File: src/rtl/viterbi_pkg.sv
// Shared types and helpers for the Viterbi BER test controller.
package viterbi_pkg;

  typedef enum logic [2:0] {IDLE, RUN, FLUSH, DRAIN, DONE} state_t;

  // PRBS7 x^7 + x^6 + 1, output taken from bit 6
  localparam logic [6:0] PRBS_SEED  = 7'h7F;
  localparam int         PRBS_TAP_A = 6;
  localparam int         PRBS_TAP_B = 5;

  function automatic logic [1:0] popcount2(input logic [1:0] v);
    return {1'b0, v[0]} + {1'b0, v[1]};
  endfunction

endpackage

File: src/rtl/viterbi_err_inj.sv
// Periodic burst error injector between the encoder output and the decoder input.
module viterbi_err_inj
  import viterbi_pkg::*;
(
  input  logic       clk,
  input  logic       rst,
  input  logic       i_clr,
  input  logic [7:0] i_period,
  input  logic [7:0] i_burst,
  input  logic [1:0] i_mask,
  input  logic       i_valid,
  input  logic [1:0] i_sym,
  output logic       o_valid,
  output logic [1:0] o_sym,
  output logic       o_inj
);

  logic [7:0] r_phase;

  assign o_inj = i_valid && (i_period != 8'd0) && (r_phase < i_burst);

  always_ff @(posedge clk or negedge rst) begin
    if (!rst) begin
      r_phase <= '0;
      o_valid <= 1'b0;
      o_sym   <= '0;
    end else begin
      o_valid <= i_valid;
      o_sym   <= i_sym ^ (o_inj ? i_mask : 2'b00);
      if (i_clr)
        r_phase <= '0;
      else if (i_valid)
        r_phase <= (i_period == 8'd0 || r_phase == i_period - 8'd1) ? 8'd0 : r_phase + 8'd1;
    end
  end

endmodule

File: src/rtl/viterbi_ber_ctrl.sv
// Test sequencer: PRBS frame + zero tail into the encoder, burst errors into the
// decoder path, and bit-error counting against the delayed source bits.
module viterbi_ber_ctrl
  import viterbi_pkg::*;
#(
  parameter int K       = 3,
  parameter int DEC_LAT = 16,
  parameter int LEN_W   = 16,
  parameter int CNT_W   = 16
) (
  input  logic             clk,
  input  logic             rst,
  input  logic             start,
  input  logic [LEN_W-1:0] frame_len,
  input  logic [7:0]       err_period,
  input  logic [7:0]       err_burst,
  input  logic [1:0]       err_mask,
  output logic             enc_en_o,
  output logic             enc_bit_o,
  input  logic             enc_valid_i,
  input  logic [1:0]       enc_sym_i,
  output logic             dec_en_o,
  output logic [1:0]       dec_sym_o,
  input  logic             dec_bit_i,
  output logic             busy,
  output logic             done,
  output logic [CNT_W-1:0] sym_err_ct,
  output logic [CNT_W-1:0] bit_err_ct,
  output logic [CNT_W-1:0] bits_checked
);

  localparam int TAIL   = K - 1;
  localparam int PIPE_D = 2 + DEC_LAT;
  localparam int CW     = (LEN_W > $clog2(PIPE_D + TAIL + 1)) ? LEN_W : $clog2(PIPE_D + TAIL + 1);

  state_t                   r_state, w_nxt;
  logic                     w_acc;
  logic [CW-1:0]            r_cnt;
  logic [LEN_W-1:0]         r_len;
  logic [7:0]               r_period, r_burst;
  logic [1:0]               r_mask;
  logic [6:0]               r_lfsr;
  logic [PIPE_D-1:0][1:0]   r_pipe;
  logic [1:0]               w_tap;
  logic                     w_inj;

  function automatic logic [CNT_W-1:0] sat_add(input logic [CNT_W-1:0] a, input logic [1:0] b);
    logic [CNT_W:0] s;
    s = {1'b0, a} + {{(CNT_W-1){1'b0}}, b};
    return s[CNT_W] ? {CNT_W{1'b1}} : s[CNT_W-1:0];
  endfunction

  always_comb begin
    w_nxt = r_state;
    w_acc = 1'b0;
    case (r_state)
      IDLE:  if (start) begin
               w_acc = 1'b1;
               w_nxt = (frame_len == '0) ? FLUSH : RUN;
             end
      RUN:   if (r_cnt == CW'(r_len - 1'b1)) w_nxt = FLUSH;
      FLUSH: if (r_cnt == CW'(TAIL - 1))     w_nxt = DRAIN;
      DRAIN: if (r_cnt == CW'(PIPE_D - 1))   w_nxt = DONE;
      DONE:  w_nxt = IDLE;
      default: w_nxt = IDLE;
    endcase
  end

  assign enc_en_o  = (r_state == RUN) || (r_state == FLUSH);
  assign enc_bit_o = (r_state == RUN) && r_lfsr[PRBS_TAP_A];
  assign busy      = (r_state != IDLE);
  assign done      = (r_state == DONE);
  assign w_tap     = r_pipe[PIPE_D-1];

  always_ff @(posedge clk or negedge rst) begin
    if (!rst) begin
      r_state  <= IDLE;
      r_cnt    <= '0;
      r_len    <= '0;
      r_period <= '0;
      r_burst  <= '0;
      r_mask   <= '0;
      r_lfsr   <= PRBS_SEED;
      r_pipe   <= '0;
    end else begin
      r_state <= w_nxt;
      r_cnt   <= (w_nxt != r_state) ? '0 : r_cnt + 1'b1;
      // {is_data, bit} per cycle; lines up with dec_bit_i at the tap
      r_pipe  <= {r_pipe[PIPE_D-2:0], {r_state == RUN, enc_bit_o}};
      if (w_acc) begin
        r_len    <= frame_len;
        r_period <= err_period;
        r_burst  <= err_burst;
        r_mask   <= err_mask;
        r_lfsr   <= PRBS_SEED;
      end else if (r_state == RUN) begin
        r_lfsr <= {r_lfsr[5:0], r_lfsr[PRBS_TAP_A] ^ r_lfsr[PRBS_TAP_B]};
      end
    end
  end

  always_ff @(posedge clk or negedge rst) begin
    if (!rst) begin
      sym_err_ct   <= '0;
      bit_err_ct   <= '0;
      bits_checked <= '0;
    end else if (w_acc) begin
      sym_err_ct   <= '0;
      bit_err_ct   <= '0;
      bits_checked <= '0;
    end else begin
      if (w_inj)
        sym_err_ct <= sat_add(sym_err_ct, popcount2(r_mask));
      if (w_tap[1]) begin
        bits_checked <= sat_add(bits_checked, 2'd1);
        if (dec_bit_i != w_tap[0])
          bit_err_ct <= sat_add(bit_err_ct, 2'd1);
      end
    end
  end

  viterbi_err_inj u_inj (
    .clk      (clk),
    .rst      (rst),
    .i_clr    (w_acc),
    .i_period (r_period),
    .i_burst  (r_burst),
    .i_mask   (r_mask),
    .i_valid  (enc_valid_i),
    .i_sym    (enc_sym_i),
    .o_valid  (dec_en_o),
    .o_sym    (dec_sym_o),
    .o_inj    (w_inj)
  );

endmodule

File: config.mk
export PLATFORM = sky130hd
export DESIGN_NAME = viterbi_ber_ctrl
export DESIGN_NICKNAME = d
export VERILOG_FILES = /design/src/rtl/viterbi_pkg.sv /design/src/rtl/viterbi_err_inj.sv /design/src/rtl/viterbi_ber_ctrl.sv
export SDC_FILE = /design/constraint.sdc
export NUM_CORES = 1
export LEC_CHECK = 0
export CAP_MARGIN = 20
export CORE_MARGIN = 1
export CORE_UTILIZATION = 56
export DETAILED_ROUTE_END_ITERATION = 16
export GPL_TIMING_DRIVEN = 1
export MAX_ROUTING_LAYER = met4
export PLACE_DENSITY = 0.81
export SLEW_MARGIN = 20
export SYNTH_ARGS = -nofsm -noshare
export SYNTH_HDL_FRONTEND = slang
export SYNTH_SLANG_ARGS = --single-unit
export TNS_END_PERCENT = 1
File: constraint.sdc
create_clock -name clk -period 3.1 [get_ports clk]
set_input_delay 0.31 -clock clk [delete_from_list [all_inputs] [get_ports clk]]
set_output_delay 0.31 -clock clk [all_outputs]
set_load 0.01 [all_outputs]
Figure 1. Floorplan with the power grid.
Scale bar: 20 um. Pins as bars on the die edge. Tap cells in grey.
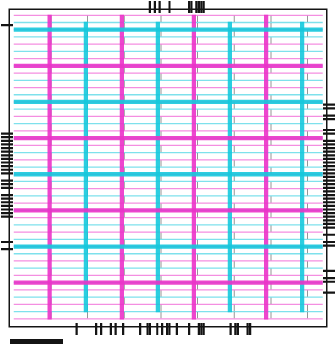
| net | colour |
|---|---|
| VSS | magenta |
| VDD | cyan |
met5 straps: 8
met1 rails: 43
met4 straps: 8
signal pins: 96
tap cells: 176

Figure 2. Cells coloured by class.
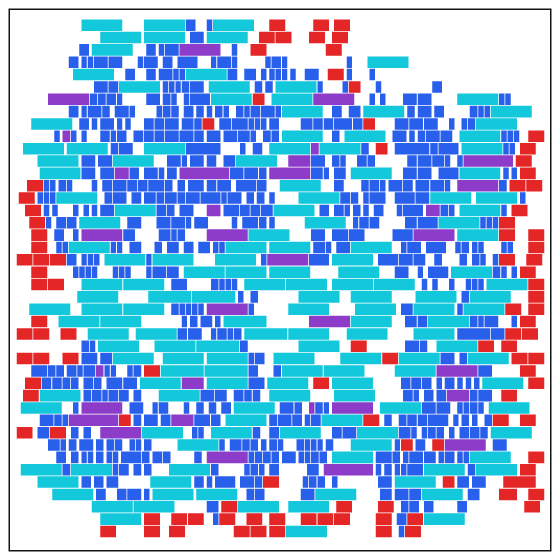
| class | colour | cells | share of their area |
|---|---|---|---|
| clock drivers and dummy loads | purple | 32 | 7.0% |
| other buffers and delay cells | red | 106 | 11% |
| flops | cyan | 155 | 42% |
| all other logic | blue | 614 | 39% |

Figure 3. Clock wires, drivers and flops.
Scale bar: 20 um.
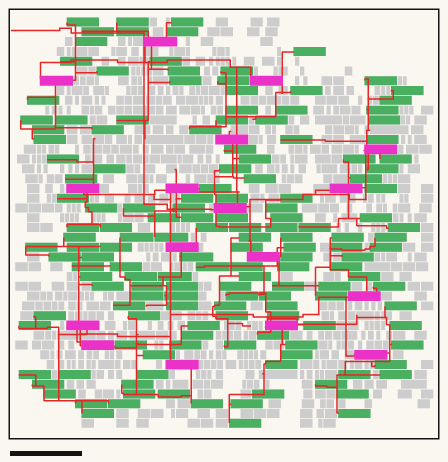
[flip-flops] green | count: 155
[cells driving clock nets] magenta | count: 17
[clock wires] red | length: 1770 um
flops lie: all over the die
routed clock nets: 18

Figure 4. Metal layers overlaid.
Scale bar: 20 um. Only two layers are drawn.
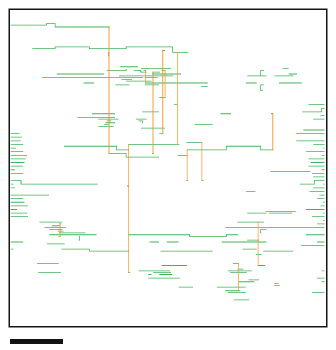
| layer | colour | wire length |
|---|---|---|
| met4 | orange | 278 um |
| met3 | green | 1200 um |

==> deck_impl_summary.md <==
Flow Results at a Glance

Logic synthesis
  • Commonest flop: dfrtp_1
  • Main logic family: simple AND/OR/NAND/NOR gates
  • Synth Area in XOR/XNOR: under 10%
  • Avg Inst Size Synth: approximately 9.5 um2
  • Count leader, synth: dfrtp_1

Cells and area
  • Leading cell kind: registers
  • Non-CTS inverters: 33
  • MI comb area: 3510 um2
  • Seq cells: between 150 and 200
  • Most numerous logic cells after layout: 148 x dfrtp_1, 134 x nand2_1, 94 x clkdlybuf4s50_1
  • Layout cell share with drive strength beyond 1: between 7 and 8%
  • Biggest register: r_pipe
  • Most common logic cell in the routed design: dfrtp_1
  • Final Util: between 70% and 80%

Drt
  • 1st-iter DRT viols: ~630
  • Vias: 6562
  • Drt total wl: 18.2 mm

Power
  • Pwr Density: 907 nW/um2
  • Clock share of power: 26.2%
  • Max VDD drop: ~0.46 mV

CTS
  • Clk latency late pin: around 440 ps
  • Max H-tree Level: 4

Outcome
  • Status: complete, no violations

Global route
  • Grt met2 use: between 40% and 50%
  • GRT Overall Usage: 28.1%

STA
  • Max Slew Vio Count: 0
  • FMAX: 338 MHz
  • Fin crit share: between 90% and 100%
  • Setup-failing EPs final: 0
  • Final hold vios: 0
  • Slew margin rel.: roughly 44%

Setup path
  • Reg2reg start: u_inj.r_phase[5]
  • Cell family with most CP delay: buffers and inverters
  • R2R cell count: 8
  • Crit path from: r_state[0]
  • CP max FO: 9

Die
  • Row Count: 42
  • DIE HEIGHT: around 120 um

Place
  • Placement Setup Slack: about 250 ps
  • RePlAce Congestion: approximately 1

Min path
  • Min-delay worst type: register to register
Power is estimated from default activity; no workload was simulated.
